### Sequential cells coloured by netlist name

Drawn at 2 px/um. Other sequential cells in the stronger grey, the rest of the logic in the fainter grey.
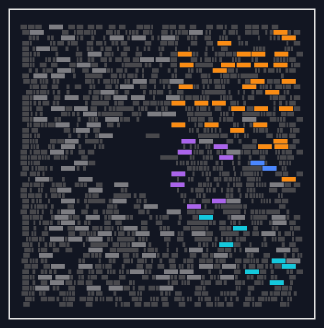
### Metal 2

Drawn at 2 px/um.
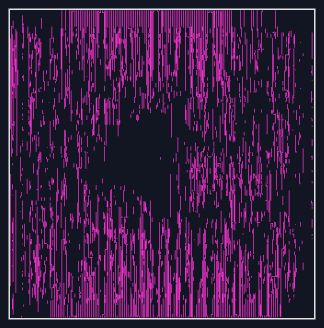
### Floorplan with the power grid

Drawn at 2 px/um. Pins as bars on the die edge.
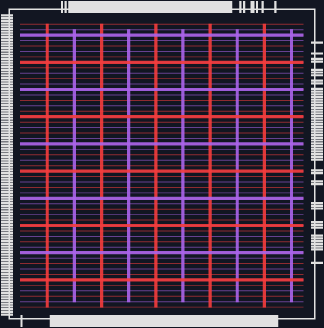
### Clock nets

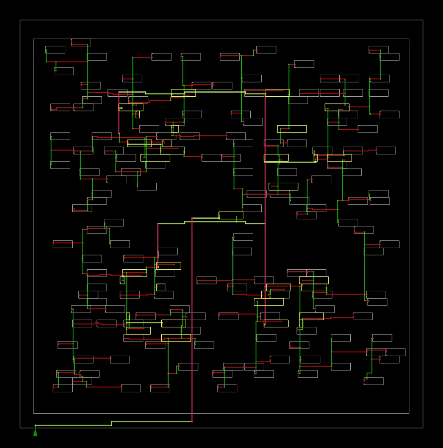
## src/rtl/alu_issue_pkg.sv

```systemverilog
// rtl/alu_issue_pkg.sv - shared types, control-word layout and class codes for the ALU issue controller
package alu_issue_pkg;

    typedef enum logic [1:0] {
        IDLE     = 2'd0,
        EXEC     = 2'd1,
        MEM_WAIT = 2'd2,
        RESP     = 2'd3
    } state_t;

    localparam int CTRL_W      = 7;
    localparam int FUNC_LSB    = 0;
    localparam int CLASS_LSB   = 3;
    localparam int IMM_SEL_BIT = 6;

    localparam logic [2:0] CLS_SHIFT     = 3'b000;
    localparam logic [2:0] CLS_ARITH     = 3'b001;
    localparam logic [2:0] CLS_MEM_WRITE = 3'b100;
    localparam logic [2:0] CLS_MEM_READ  = 3'b101;

    function automatic logic is_mem_read(input logic [CTRL_W-1:0] ctrl);
        return ctrl[CLASS_LSB +: 3] == CLS_MEM_READ;
    endfunction

endpackage

```

## src/rtl/alu_issue_ctrl_if.sv

```systemverilog
// rtl/alu_issue_ctrl_if.sv - requester, execute-unit and response signals of the ALU issue controller
interface alu_issue_ctrl_if #(
    parameter int DATA_W = 32,
    parameter int CTRL_W = 7
);
    logic [1:0]             req_valid;
    logic [1:0]             req_ready;
    logic [1:0][CTRL_W-1:0] req_ctrl;
    logic [1:0][DATA_W-1:0] req_src1;
    logic [1:0][DATA_W-1:0] req_src2;
    logic [1:0][DATA_W-1:0] req_imm;

    logic                   enable_ex;
    logic [CTRL_W-1:0]      control_in;
    logic [DATA_W-1:0]      src1;
    logic [DATA_W-1:0]      src2;
    logic [DATA_W-1:0]      imm;
    logic [DATA_W-1:0]      aluout;
    logic                   carry;
    logic                   mem_rd_valid;

    logic                   rsp_valid;
    logic                   rsp_ready;
    logic                   rsp_id;
    logic [DATA_W-1:0]      rsp_data;
    logic                   rsp_carry;
    logic                   rsp_err;

    // master = the issue controller, slave = requesters plus execute unit
    modport master (
        input  req_valid, req_ctrl, req_src1, req_src2, req_imm,
        input  aluout, carry, mem_rd_valid, rsp_ready,
        output req_ready, enable_ex, control_in, src1, src2, imm,
        output rsp_valid, rsp_id, rsp_data, rsp_carry, rsp_err
    );

    modport slave (
        output req_valid, req_ctrl, req_src1, req_src2, req_imm,
        output aluout, carry, mem_rd_valid, rsp_ready,
        input  req_ready, enable_ex, control_in, src1, src2, imm,
        input  rsp_valid, rsp_id, rsp_data, rsp_carry, rsp_err
    );
endinterface

```

## src/rtl/rr_arb2.sv

```systemverilog
// rtl/rr_arb2.sv - combinational two-way round-robin grant; the parent holds last_grant
module rr_arb2 (
    input  logic [1:0] req,
    input  logic       last_grant,
    input  logic       en,
    output logic [1:0] gnt,
    output logic       gnt_idx
);
    logic other;

    assign other = ~last_grant;

    always_comb begin
        gnt_idx = req[other] ? other : last_grant;
        gnt     = 2'b00;
        if (en && req[gnt_idx]) begin
            gnt[gnt_idx] = 1'b1;
        end
    end
endmodule

```

## src/rtl/alu_issue_ctrl.sv

```systemverilog
// rtl/alu_issue_ctrl.sv - round-robin issue of two requesters onto one ALU with registered responses
// Optional performance counters (perf_ops, perf_stall) are built when ALU_ISSUE_PERF_EN is defined.
module alu_issue_ctrl
    import alu_issue_pkg::*;
#(
    parameter int DATA_W      = 32,
    parameter int EX_LATENCY  = 1,
    parameter int MEM_TIMEOUT = 15
) (
    input  logic clock,
    input  logic reset,
    alu_issue_ctrl_if.master bus
`ifdef ALU_ISSUE_PERF_EN
    ,
    output logic [31:0] perf_ops,
    output logic [31:0] perf_stall
`endif
);
    state_t            state_q, state_d;
    logic [7:0]        cnt_q, cnt_d;
    logic              last_q;
    logic              gid_q;
    logic [CTRL_W-1:0] ctrl_q;
    logic [DATA_W-1:0] src1_q, src2_q, imm_q;

    logic              rsp_valid_q, rsp_id_q, rsp_carry_q, rsp_err_q;
    logic [DATA_W-1:0] rsp_data_q;

    logic [1:0]        gnt;
    logic              gnt_idx;
    logic              arb_en;
    logic              load_op, load_rsp, timeout;

    assign arb_en = (state_q == IDLE);

    rr_arb2 u_arb (
        .req        (bus.req_valid),
        .last_grant (last_q),
        .en         (arb_en),
        .gnt        (gnt),
        .gnt_idx    (gnt_idx)
    );

    // cnt_q is shared: ALU latency in EXEC, timeout count in MEM_WAIT
    always_comb begin
        state_d  = state_q;
        cnt_d    = cnt_q;
        load_op  = 1'b0;
        load_rsp = 1'b0;
        timeout  = 1'b0;
        case (state_q)
            IDLE: begin
                if (|gnt) begin
                    load_op = 1'b1;
                    cnt_d   = '0;
                    state_d = EXEC;
                end
            end
            EXEC: begin
                if (cnt_q == 8'(EX_LATENCY - 1)) begin
                    cnt_d = '0;
                    if (is_mem_read(ctrl_q)) begin
                        state_d = MEM_WAIT;
                    end else begin
                        load_rsp = 1'b1;
                        state_d  = RESP;
                    end
                end else begin
                    cnt_d = cnt_q + 8'd1;
                end
            end
            MEM_WAIT: begin
                if (bus.mem_rd_valid) begin
                    load_rsp = 1'b1;
                    state_d  = RESP;
                end else if (cnt_q == 8'(MEM_TIMEOUT - 1)) begin
                    load_rsp = 1'b1;
                    timeout  = 1'b1;
                    state_d  = RESP;
                end else begin
                    cnt_d = cnt_q + 8'd1;
                end
            end
            RESP: begin
                if (bus.rsp_ready) begin
                    state_d = IDLE;
                end
            end
            default: state_d = IDLE;
        endcase
    end

    always_ff @(posedge clock) begin
        if (reset) begin
            state_q     <= IDLE;
            cnt_q       <= '0;
            last_q      <= 1'b1;
            gid_q       <= 1'b0;
            ctrl_q      <= '0;
            src1_q      <= '0;
            src2_q      <= '0;
            imm_q       <= '0;
            rsp_valid_q <= 1'b0;
            rsp_id_q    <= 1'b0;
            rsp_data_q  <= '0;
            rsp_carry_q <= 1'b0;
            rsp_err_q   <= 1'b0;
        end else begin
            state_q     <= state_d;
            cnt_q       <= cnt_d;
            rsp_valid_q <= (state_d == RESP);
            if (load_op) begin
                last_q <= gnt_idx;
                gid_q  <= gnt_idx;
                ctrl_q <= bus.req_ctrl[gnt_idx];
                src1_q <= bus.req_src1[gnt_idx];
                src2_q <= bus.req_src2[gnt_idx];
                imm_q  <= bus.req_imm[gnt_idx];
            end
            if (load_rsp) begin
                rsp_id_q    <= gid_q;
                rsp_data_q  <= timeout ? '0 : bus.aluout;
                rsp_carry_q <= timeout ? 1'b0 : bus.carry;
                rsp_err_q   <= timeout;
            end
        end
    end

    assign bus.req_ready  = gnt;
    assign bus.enable_ex  = (state_q == EXEC) && (cnt_q == 8'd0);
    assign bus.control_in = ctrl_q;
    assign bus.src1       = src1_q;
    assign bus.src2       = src2_q;
    assign bus.imm        = imm_q;
    assign bus.rsp_valid  = rsp_valid_q;
    assign bus.rsp_id     = rsp_id_q;
    assign bus.rsp_data   = rsp_data_q;
    assign bus.rsp_carry  = rsp_carry_q;
    assign bus.rsp_err    = rsp_err_q;

`ifdef ALU_ISSUE_PERF_EN
    logic [31:0] perf_ops_q, perf_stall_q;

    always_ff @(posedge clock) begin
        if (reset) begin
            perf_ops_q   <= '0;
            perf_stall_q <= '0;
        end else begin
            if (rsp_valid_q && bus.rsp_ready) begin
                perf_ops_q <= perf_ops_q + 32'd1;
            end
            if ((|bus.req_valid) && !(|gnt)) begin
                perf_stall_q <= perf_stall_q + 32'd1;
            end
        end
    end

    assign perf_ops   = perf_ops_q;
    assign perf_stall = perf_stall_q;
`endif
endmodule
```

## src/flat_wrapper.sv

```systemverilog
// flat-port wrapper written by rule: the top's interface ports become plain ports
module alu_issue_ctrl_flat import alu_issue_pkg::*;
#(
    parameter int DATA_W      = 32,
    parameter int EX_LATENCY  = 1,
    parameter int MEM_TIMEOUT = 15
)
  (clock, reset, bus_req_valid, bus_req_ctrl, bus_req_src1, bus_req_src2, bus_req_imm, bus_aluout, bus_carry, bus_mem_rd_valid, bus_rsp_ready, bus_req_ready, bus_enable_ex, bus_control_in, bus_src1, bus_src2, bus_imm, bus_rsp_valid, bus_rsp_id, bus_rsp_data, bus_rsp_carry, bus_rsp_err);
  alu_issue_ctrl_if #(.DATA_W(DATA_W)) bus_i ();
  input  logic clock;
  input  logic reset;
  input wire logic [$bits(bus_i.req_valid)-1:0] bus_req_valid;
  input wire logic [$bits(bus_i.req_ctrl)-1:0] bus_req_ctrl;
  input wire logic [$bits(bus_i.req_src1)-1:0] bus_req_src1;
  input wire logic [$bits(bus_i.req_src2)-1:0] bus_req_src2;
  input wire logic [$bits(bus_i.req_imm)-1:0] bus_req_imm;
  input wire logic [$bits(bus_i.aluout)-1:0] bus_aluout;
  input wire logic [$bits(bus_i.carry)-1:0] bus_carry;
  input wire logic [$bits(bus_i.mem_rd_valid)-1:0] bus_mem_rd_valid;
  input wire logic [$bits(bus_i.rsp_ready)-1:0] bus_rsp_ready;
  output wire logic [$bits(bus_i.req_ready)-1:0] bus_req_ready;
  output wire logic [$bits(bus_i.enable_ex)-1:0] bus_enable_ex;
  output wire logic [$bits(bus_i.control_in)-1:0] bus_control_in;
  output wire logic [$bits(bus_i.src1)-1:0] bus_src1;
  output wire logic [$bits(bus_i.src2)-1:0] bus_src2;
  output wire logic [$bits(bus_i.imm)-1:0] bus_imm;
  output wire logic [$bits(bus_i.rsp_valid)-1:0] bus_rsp_valid;
  output wire logic [$bits(bus_i.rsp_id)-1:0] bus_rsp_id;
  output wire logic [$bits(bus_i.rsp_data)-1:0] bus_rsp_data;
  output wire logic [$bits(bus_i.rsp_carry)-1:0] bus_rsp_carry;
  output wire logic [$bits(bus_i.rsp_err)-1:0] bus_rsp_err;
  assign bus_i.req_valid = bus_req_valid;
  assign bus_i.req_ctrl = bus_req_ctrl;
  assign bus_i.req_src1 = bus_req_src1;
  assign bus_i.req_src2 = bus_req_src2;
  assign bus_i.req_imm = bus_req_imm;
  assign bus_i.aluout = bus_aluout;
  assign bus_i.carry = bus_carry;
  assign bus_i.mem_rd_valid = bus_mem_rd_valid;
  assign bus_i.rsp_ready = bus_rsp_ready;
  assign bus_req_ready = bus_i.req_ready;
  assign bus_enable_ex = bus_i.enable_ex;
  assign bus_control_in = bus_i.control_in;
  assign bus_src1 = bus_i.src1;
  assign bus_src2 = bus_i.src2;
  assign bus_imm = bus_i.imm;
  assign bus_rsp_valid = bus_i.rsp_valid;
  assign bus_rsp_id = bus_i.rsp_id;
  assign bus_rsp_data = bus_i.rsp_data;
  assign bus_rsp_carry = bus_i.rsp_carry;
  assign bus_rsp_err = bus_i.rsp_err;
  alu_issue_ctrl #(.DATA_W(DATA_W), .EX_LATENCY(EX_LATENCY), .MEM_TIMEOUT(MEM_TIMEOUT)) u_core (.clock(clock), .reset(reset), .bus(bus_i));
endmodule
```

## config.mk

```make
export PLATFORM = sky130hd
export DESIGN_NAME = alu_issue_ctrl_flat
export DESIGN_NICKNAME = d
export VERILOG_FILES = /design/src/rtl/alu_issue_pkg.sv /design/src/rtl/alu_issue_ctrl_if.sv /design/src/rtl/rr_arb2.sv /design/src/rtl/alu_issue_ctrl.sv /design/src/flat_wrapper.sv
export SDC_FILE = /design/constraint.sdc
export NUM_CORES = 1
export LEC_CHECK = 0
export ABC_AREA = 1
export CAP_MARGIN = 20
export CORE_AREA = 5 5 147 149
export DETAILED_ROUTE_END_ITERATION = 10
export DIE_AREA = 0 0 152 154
export PLACE_DENSITY_LB_ADDON = 0.08
export SLEW_MARGIN = 5
export SYNTH_ARGS = -nofsm -noshare
export SYNTH_HDL_FRONTEND = slang
export SYNTH_HIERARCHICAL = 1
export SYNTH_SLANG_ARGS = --single-unit
```

## constraint.sdc

```tcl
create_clock -name clock -period 4.2 [get_ports clock]
set_input_delay 0.84 -clock clock [delete_from_list [all_inputs] [get_ports clock]]
set_output_delay 0.84 -clock clock [all_outputs]
set_load 0.02 [all_outputs]
```

==> out/notes.md <==
The mean area per synthesized cell was 6.777 um^2. The worst-case vdd ir drop came out at 0.3361 mV. In this run the worst hold path is classified as flop to flop. Setup repair after global routing left no endpoint under its margin.

With the number of levels the H-tree was split into at 4, the relative area change from synthesis to final layout is 65.87%. RePlAce ended its routability-driven mode at a weighted congestion of 0.8151. The placement stage leaves a total instance area of 0.01117 mm^2.

The die covers 0.02341 mm^2. The tools report the post-synth area from yosys stat as 0.007163 mm^2. The floorplan step records an initial core utilization of 35.75%. The sequential share of the synthesized area was 42.20%. Port buffering added 386 buffers. In the final layout, the share of cells above drive strength 1 is 4.890%. The setup slack at placement was 1.011 ns.

With the leakage power total at 5.067 nW, the post-CTS resize count is 0. Yosys stat counts 1057 cells in the synthesized netlist. The largest total area in the synthesized netlist belongs to dfxtp_1.

Hold is met by 0.4654 ns. For the number of DRC markers after the initial detailed-route iteration, the log shows 361. Counting distinct cell types in the post-synthesis netlist gives 26. Post-synthesis net count: 1309.

With the post-layout period usage of the worst path at 75.65%, the final critical delay including setup and external delays is 3.177 ns. Stage delay of the slowest cell on the critical path: 0.62 ns. The warning tally printed by Yosys for this design is 6.

The worst clock skew on the final layout was 0.007544 ns; the number of max-cap violations was 0. For this run, the final setup violation count is recorded as 0. The run gives 154 um for the die boundary height.

Once layout is done, the placed cells without fillers occupy 0.01188 mm^2. The flow ran to the end, and the final reports show no timing, DRC or antenna violations. In the routed design, unresolved DRC markers number 0. The worst setup margin was 1.023 ns. With the register bit total from synthesis at 151, the combined area of all synthesized cells is 0.007163 mm^2.

For the routed via count, the log shows 7766. After technology mapping, the gate count stands at 1057. The run gives 0 as the post-route antenna net violation count. Worst flop-to-flop path endpoint: u_core/bus.rsp_data[13]$_SDFFE_PP0P_.

According to the timing report, the critical path is captured at bus_req_ready[0]. Entering global routing, the biggest net connects 208 pins. The worst setup path is launched from an input pin. The run gives 38830 um as the wire length of the first global-routing pass. The pin closest to its max-slew limit shows a slew of 0.9682 ns. The number of failing hold endpoints at the final stage is 0, and the utilization after layout is 59.29%. The total area inside the core boundary comes to 0.02004 mm^2. The number of nets in the layout came out at 1650. OpenSTA lists the critical path startpoint as bus_req_valid[0]. The final cell count without fillers came out at 1682.

After routing, the total negative slack on setup checks comes to 0 ns. The tools report the library cell used as clock root buffer as clkbuf_16. The number of antenna violations at the first check in global routing was 1. The critical setup path kind was input pin to output pin.

TritonCTS built the clock tree. The arrival time of data at the worst endpoint is listed as 2.34 ns. The number of global-route vias before repair is 7236, and the boundary pin count is 387. The run gives 25290 um for the overall routed net length. Based on the critical path, the design can be clocked at up to 0.3148 GHz. The highest-delay cell along the critical path is clkdlybuf4s50_1.

According to the floorplan report, the die width is 152 um. Traced cell by cell, the critical path runs through clkdlybuf4s50_1 -> inv_1 -> nand2_1 -> nand2_8 -> nor2_2 -> clkdlybuf4s50_1. For the total of hold buffers inserted after clock tree synthesis, the log shows 0. Including well taps, the total number of placed cells is 1647.

In this run the post-CTS setup repair buffer count came out at 0. The clock transition time at the flip-flop clock pins of the worst setup and hold paths was 0.06 ns. For the worst relative slew slack, the log shows 35.45%. Per the timing report, the biggest fanout along the worst path comes to 3. Counting stages on the worst path, the most repeated cell is clkdlybuf4s50_1. The clock net in this run drives a total of 151 sinks.

The initialized floorplan defines 52 standard-cell rows. The worst path required time came out at 3.36 ns.
Notes on 'Sequential cells coloured by netlist name' above:
- u_core/cnt_q: purple (placed flops 8; where centre)
- u_core/bus.rsp_data: orange (placed flops 32; where north-east)
- u_core/bus.control_in: cyan (placed flops 7; where south-east)
- u_core/state_q: blue (placed flops 2)
- not coloured: 102

Notes on 'Metal 2' above:
- nets with wire on the layer: 1240
- longest straight run: 65.1 um
- main direction: vertical

Notes on 'Floorplan with the power grid' above:
- VDD: purple
- VSS: red
- rows: 52
- met1 rails: 53
- met5 straps: 10
- signal pins: 387

Notes on 'Clock nets' above:
TritonCTS buffer count: 17
number of clock-tree buffers in the layout: 21
clock latency reported for the late side of the worst-skew pair: 0.42 ns

-- where the power goes --
part	internal [mW]	total [mW]	switching (mW)
registers	1.91	2.15	0.239
logic	1.62	3.90	2.28
clock network	1.12	1.73	0.611
-- critical path, delay by kind of cell --
kind | cells | cell delay (ns)
and+or+nand+nor | 3 | 0.32
buffers and inverters | 3 | 1.17
-- logic make-up (layout without fill, tap and decap cells) --
group	count (synthesis)	count (layout)	share of synthesized area, %
compound gates	359	359	25.71
fa+ha+maj	7	7	1.223
buf+inv	216	570	12.33
flops	151	151	42.20
other cells	0	1	0
simple gates	324	324	18.53
-- synth_stat cells (all sizes together) --
cell type / n
nand3b: 1
buf: 29
clkbuf: 49
inv: 137
o21ai: 110
nor3: 1
o21bai: 2
nand3: 47
nand4: 4
a22oi: 1
dfxtp: 151
nor2: 158
clkinv: 1
nand2: 113
ha: 7
a21oi: 246
-- cell type report --
| cell class | count | area (um^2) |
|---|---|---|
| fill | 1912 | 8158 |
| inverter | 138 | 521.8 |
| tap | 270 | 337.8 |
| timing repair buffer | 400 | 4064 |
| antenna | 1 | 2.502 |
| sequential | 151 | 3023 |
| clock buffer | 21 | 440.4 |
| clock inverter | 11 | 219.0 |
| multi-input combinational | 690 | 3273 |
-- cells in the final DEF (no fill, tap or decap), types with 2 or more instances in the layout --
master           synthesis  layout
nand2_1                105     105
ha_1                     7       6
inv_2                    3       3
inv_1                  134     133
nor2_2                   2       2
buf_4                    0       7
nor2_1                 155     155
o21bai_1                 2       2
clkdlybuf4s50_1          0     386
clkbuf_1                49       4
bufinv_16                0       6
clkbuf_16                0      17
nand3_1                 47      47
nand2_2                  7       6
dfxtp_1                151     151
clkinv_2                 0       2
a21oi_1                236     236
nand4_1                  4       4
buf_12                   0       6
inv_6                    0       2
a21oi_2                 10      10
o21ai_0                109     109
-- layer usage --
| metal | GRT usage (%) | wire (um) |
|---|---|---|
| met1 | 23.32 | 10320 |
| met2 | 35.58 | 12330 |
| met3 | 7.560 | 1885 |
| met4 | 8.048 | 750 |
| met5 | 0 | 0 |
-- worst min path at each step --
| stage | startpoint | endpoint | slack, ns | depth (start not counted) |
|---|---|---|---|---|
| 6_report | u_core/bus.rsp_id$_SDFFE_PP0P_ | u_core/bus.rsp_id$_SDFFE_PP0P_ | 0.47 | 2 |
| 5_1_grt | u_core/bus.rsp_id$_SDFFE_PP0P_ | u_core/bus.rsp_id$_SDFFE_PP0P_ | 0.50 | 2 |
| 4_1_cts | u_core/bus.rsp_id$_SDFFE_PP0P_ | u_core/bus.rsp_id$_SDFFE_PP0P_ | 0.47 | 2 |
| 3_5_place_dp | u_core/bus.rsp_id$_SDFFE_PP0P_ | u_core/bus.rsp_id$_SDFFE_PP0P_ | 0.46 | 2 |
| 3_3_place_gp | u_core/bus.rsp_id$_SDFFE_PP0P_ | u_core/bus.rsp_id$_SDFFE_PP0P_ | 0.45 | 2 |
| 2_1_floorplan | u_core/gid_q$_SDFFE_PP0P_ | u_core/gid_q$_SDFFE_PP0P_ | 0.44 | 2 |
No activity file was given, so power comes from the tool's default toggle rates.
